### Signal metal coverage by tile

The die is cut into 16 by 16 equal tiles; dark blue is low, red is high, scaled to the fullest tile. Values are wire area over tile area, all layers added.
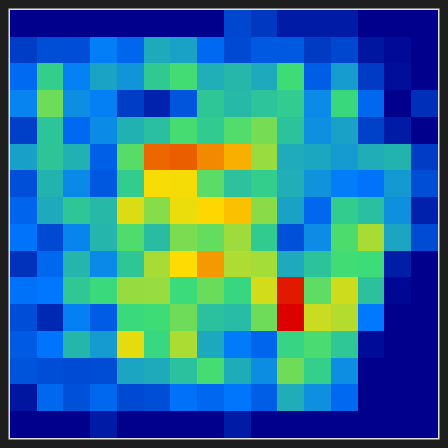
### Clock network drawn from the DEF

Scale bar: 20 um.
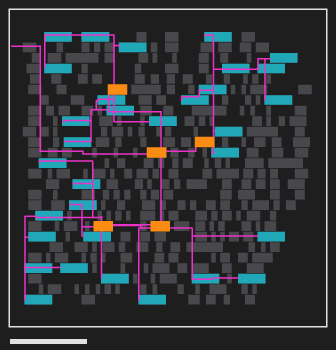
### Cell sizes after repair

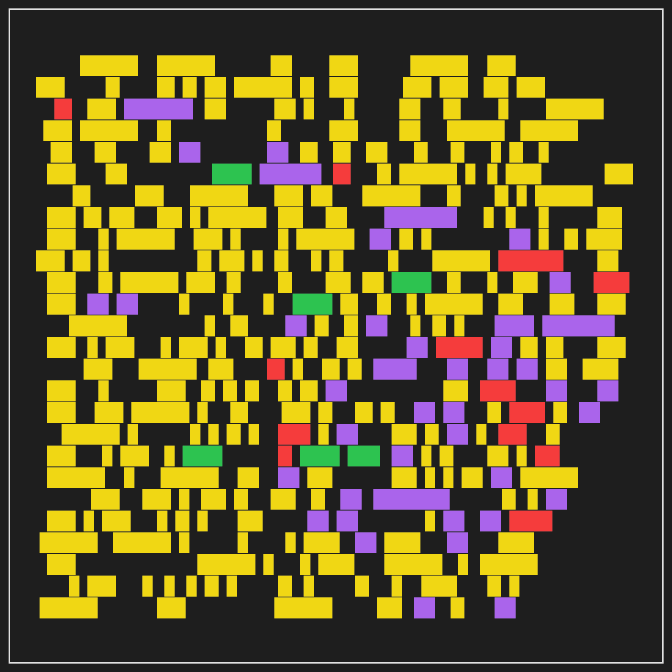
### Sequential cells coloured by netlist name

Scale bar: 20 um.
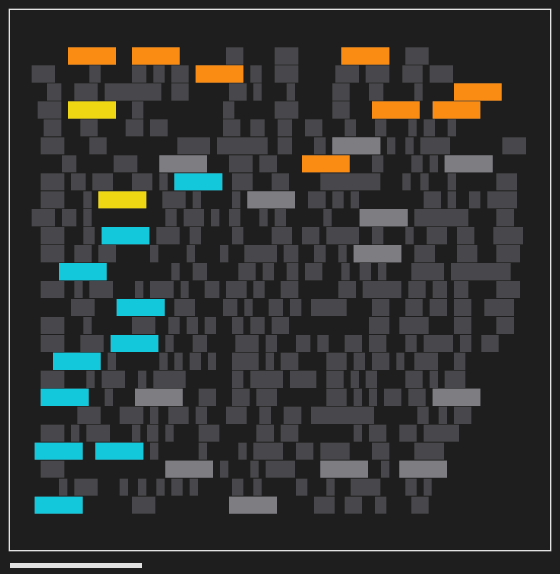
### Placed standard cells

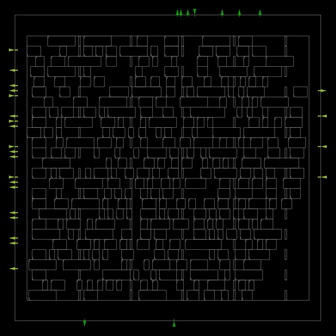
==> src/rtl/diff_accum_pkg.sv <==
// Shared types and constants for the windowed difference accumulator.
// Holds the FSM encoding, the sample width and the signed rail helpers.
package diff_accum_pkg;

  localparam int DIFF_W = 5;

  typedef enum logic [1:0] {
    IDLE  = 2'd0,
    ACCUM = 2'd1,
    HOLD  = 2'd2
  } state_t;

  function automatic int acc_max(input int acc_w);
    return (1 << (acc_w - 1)) - 1;
  endfunction

  function automatic int acc_min(input int acc_w);
    return -(1 << (acc_w - 1));
  endfunction

endpackage

==> src/rtl/sat_add.sv <==
// Combinational saturating add of a signed DIFF_W-bit sample into a signed ACC_W-bit sum.
// ovf flags that the true sum fell outside the ACC_W range and was clamped to a rail.
module sat_add
  import diff_accum_pkg::*;
#(
  parameter int ACC_W = 10
) (
  input  logic signed [ACC_W-1:0]  acc,
  input  logic signed [DIFF_W-1:0] sample,
  output logic signed [ACC_W-1:0]  sum,
  output logic                     ovf
);

  localparam int MAX_I = acc_max(ACC_W);
  localparam int MIN_I = acc_min(ACC_W);
  localparam logic signed [ACC_W:0] MAX_W = MAX_I[ACC_W:0];
  localparam logic signed [ACC_W:0] MIN_W = MIN_I[ACC_W:0];

  logic signed [ACC_W:0] wide;

  // One guard bit is enough: |sample| is far below the accumulator range.
  assign wide = {acc[ACC_W-1], acc} + {{(ACC_W + 1 - DIFF_W){sample[DIFF_W-1]}}, sample};

  always_comb begin
    sum = wide[ACC_W-1:0];
    ovf = 1'b0;
    if (wide > MAX_W) begin
      sum = MAX_W[ACC_W-1:0];
      ovf = 1'b1;
    end else if (wide < MIN_W) begin
      sum = MIN_W[ACC_W-1:0];
      ovf = 1'b1;
    end
  end

endmodule

==> src/rtl/diff_window_accum.sv <==
// Sums WINDOW accepted difference samples into a saturating signed result and
// offers it with valid/ready; the result is held in HOLD until out_ready is seen.
module diff_window_accum
  import diff_accum_pkg::*;
#(
  parameter int WINDOW = 8,
  parameter int ACC_W  = 10,
  parameter int CNT_W  = 8
) (
  input  logic                     clk,
  input  logic                     rst_n,
  input  logic                     start,
  input  logic signed [DIFF_W-1:0] diff_in,
  input  logic                     in_valid,
  output logic                     in_ready,
  output logic signed [ACC_W-1:0]  acc_out,
  output logic                     out_valid,
  input  logic                     out_ready,
  output logic                     sat,
  output logic                     busy,
  output logic [CNT_W-1:0]         count
);

  localparam logic [CNT_W-1:0] LAST_CNT = CNT_W'(WINDOW - 1);

  state_t                  state, state_nxt;
  logic signed [ACC_W-1:0] acc;
  logic signed [ACC_W-1:0] sum;
  logic                    ovf;
  logic                    win_sat;
  logic                    xfer;
  logic                    last;
  logic                    clr;

  sat_add #(.ACC_W(ACC_W)) u_sat_add (
    .acc    (acc),
    .sample (diff_in),
    .sum    (sum),
    .ovf    (ovf)
  );

  // Handshake outputs come straight from the state register.
  assign in_ready  = (state == ACCUM);
  assign busy      = (state != IDLE);
  assign out_valid = (state == HOLD);

  assign xfer = in_valid & in_ready;
  assign last = (count == LAST_CNT);

  always_comb begin
    state_nxt = state;
    clr       = 1'b0;
    case (state)
      IDLE: begin
        if (start) begin
          state_nxt = ACCUM;
          clr       = 1'b1;
        end
      end
      ACCUM: begin
        if (xfer && last) state_nxt = HOLD;
      end
      HOLD: begin
        if (out_ready) begin
          state_nxt = start ? ACCUM : IDLE;
          clr       = start;
        end
      end
      default: state_nxt = IDLE;
    endcase
  end

  always_ff @(posedge clk) begin
    if (!rst_n) begin
      state   <= IDLE;
      acc     <= '0;
      acc_out <= '0;
      count   <= '0;
      win_sat <= 1'b0;
      sat     <= 1'b0;
    end else begin
      state <= state_nxt;
      if (clr) begin
        acc     <= '0;
        count   <= '0;
        win_sat <= 1'b0;
      end else if (xfer) begin
        acc     <= sum;
        count   <= count + CNT_W'(1);
        win_sat <= win_sat | ovf;
        // Result registers only change on the closing transfer of a window.
        if (last) begin
          acc_out <= sum;
          sat     <= win_sat | ovf;
        end
      end
    end
  end

endmodule

==> config.mk <==
export PLATFORM = sky130hd
export DESIGN_NAME = diff_window_accum
export DESIGN_NICKNAME = d
export VERILOG_FILES = /design/src/rtl/diff_accum_pkg.sv /design/src/rtl/sat_add.sv /design/src/rtl/diff_window_accum.sv
export SDC_FILE = /design/constraint.sdc
export NUM_CORES = 1
export LEC_CHECK = 0
export CELL_PAD_IN_SITES_DETAIL_PLACEMENT = 1
export CELL_PAD_IN_SITES_GLOBAL_PLACEMENT = 1
export CORE_MARGIN = 3
export CORE_UTILIZATION = 36
export DETAILED_ROUTE_END_ITERATION = 10
export HOLD_SLACK_MARGIN = 0.08
export PLACE_DENSITY_LB_ADDON = 0.08
export SYNTH_ARGS = -nofsm -noshare
export SYNTH_HDL_FRONTEND = slang
export SYNTH_HIERARCHICAL = 1
export SYNTH_SLANG_ARGS = --single-unit
==> constraint.sdc <==
create_clock -name clk -period 3.3 [get_ports clk]
set_input_delay 0.825 -clock clk [delete_from_list [all_inputs] [get_ports clk]]
set_output_delay 0.825 -clock clk [all_outputs]
set_load 0.02 [all_outputs]
==> impl_table.tex <==
% Yosys + OpenROAD metrics
\begin{tabular}{lr}
\hline
Metric & Value \\
\hline
\multicolumn{2}{l}{\textbf{Synthesis}} \\
\quad Compound Share, Synth & 0.252 \\
\quad Largest family of logic cells by area & AND-OR/OR-AND gates \\
\quad Dominant cell type by area after synthesis & dfxtp\_1 \\
\quad Sequential cell area fraction in the yosys report & 0.310 \\
\quad XOR/XNOR Area Share & 0.0339 \\
\quad Ys flops & 32 \\
\quad Most used flip-flop cell after synthesis & dfxtp\_1 \\
\multicolumn{2}{l}{\textbf{Finish}} \\
\quad Largest regs & acc (10), acc\_out (10), count (8) \\
\quad Top logic cells by instance count in the layout & nand2\_1 (49), buf\_4 (35), a21oi\_1 (32), dfxtp\_1 (32), clkdlybuf4s50\_1 (28) \\
\quad Sequential share of cell area & 0.229 \\
\quad Dominant kind of cell & multi-input combinational cells \\
\quad Signed area change from the synthesized netlist to the final layout & 35.1\% \\
\quad Number of inserted diodes & 0 \\
\quad Count of non-CTS inverters in the layout & 12 \\
\quad Area of the multi-input gates & roughly 1400 um2 \\
\multicolumn{2}{l}{\textbf{Pwr}} \\
\quad Relative contribution of the clock network to total power & 0.308 \\
\quad Static Leak & about 1.1 nW \\
\multicolumn{2}{l}{\textbf{Timing}} \\
\quad Final Hold Fails & 0 \\
\quad \# setup viols final & 0 \\
\quad Minimum setup slack in the final design & slightly below 80 ps \\
\quad Final max-slew violation count & 0 \\
\multicolumn{2}{l}{\textbf{Drt}} \\
\quad Final ANT Viol Nets & 0 \\
\quad Drt first-iter violations & about 80 \\
\multicolumn{2}{l}{\textbf{Clock network}} \\
\quad Number of H-tree levels & 2 \\
\quad Setup fix buffers added after clock tree synthesis & 3 \\
\quad Clock tree buffer depth & 2 \\
\quad Number of clock sinks seen by CTS & 32 \\
\multicolumn{2}{l}{\textbf{Outcome}} \\
\quad Result of the run & completed \\
\multicolumn{2}{l}{\textbf{Die}} \\
\quad Core footprint & 5340 um2 \\
\hline
\end{tabular}
About 'Signal metal coverage by tile':
mean over tiles: 0.14
fullest tile: 0.45
nearly empty tiles: 16%
emptiest ninth of the die: top right
densest ninth of the die: middle
tiles over half the peak: 20%

About 'Clock network drawn from the DEF':
legend:
  orange:
    item: clock-net drivers
    count: 5
  cyan:
    item: flip-flops
    count: 32
  magenta:
    item: clock wires
    length: 519 um
flops lie: all over the die
Final Skew: 6.94 ps
power of the clock network: 290 uW

About 'Cell sizes after repair':
legend:
  green:
    size: x6 and larger
    cells: 6
    most_used: clkbuf_8
  yellow:
    size: x1 and smaller
    cells: 252
    most_used: nand2_1
  red:
    size: x2
    cells: 13
  purple:
    size: x3 and x4
    cells: 42
    most_used: buf_4

About 'Sequential cells coloured by netlist name':
legend:
  cyan:
    netlist_name: acc_out
    sequential_cells: 10
  yellow:
    netlist_name: state
    sequential_cells: 2
  orange:
    netlist_name: count
    sequential_cells: 8
not coloured: 12

About 'Placed standard cells':
final design utilization: 0.523
number of core rows: 26

## metal layers
layer / part of all wire / vias to the layer above / global-route usage
met1: 0.51 / 972 / 0.281
li1: - / 1021 / -
met2: 0.44 / 37 / 0.300
met4: 0.012 / 0 / 0.0482
met5: 0 / - / 0
met3: 0.033 / 7 / 0.0362
## critical path, cell delays in order
cell and delay (ps):
clkdlybuf4s50_1 500, ha_4 210, nor2b_4 130, o211ai_2 160
a32oi_2 140, a21o_4 240, o21a_1 110, xnor2_1 140
or4_1 400, or4_1 410, o211a_1 140
## power by group through the flow
stage	clock network, mW	registers, mW	logic (mW)
floorplan	0	0.409	0.147
CTS	0.301	0.402	0.240
finish	0.290	0.402	0.249
global route	0.320	0.403	0.277
detailed placement	0	0.410	0.237
global placement	0	0.410	0.234
Power and IR drop assume default switching activity.
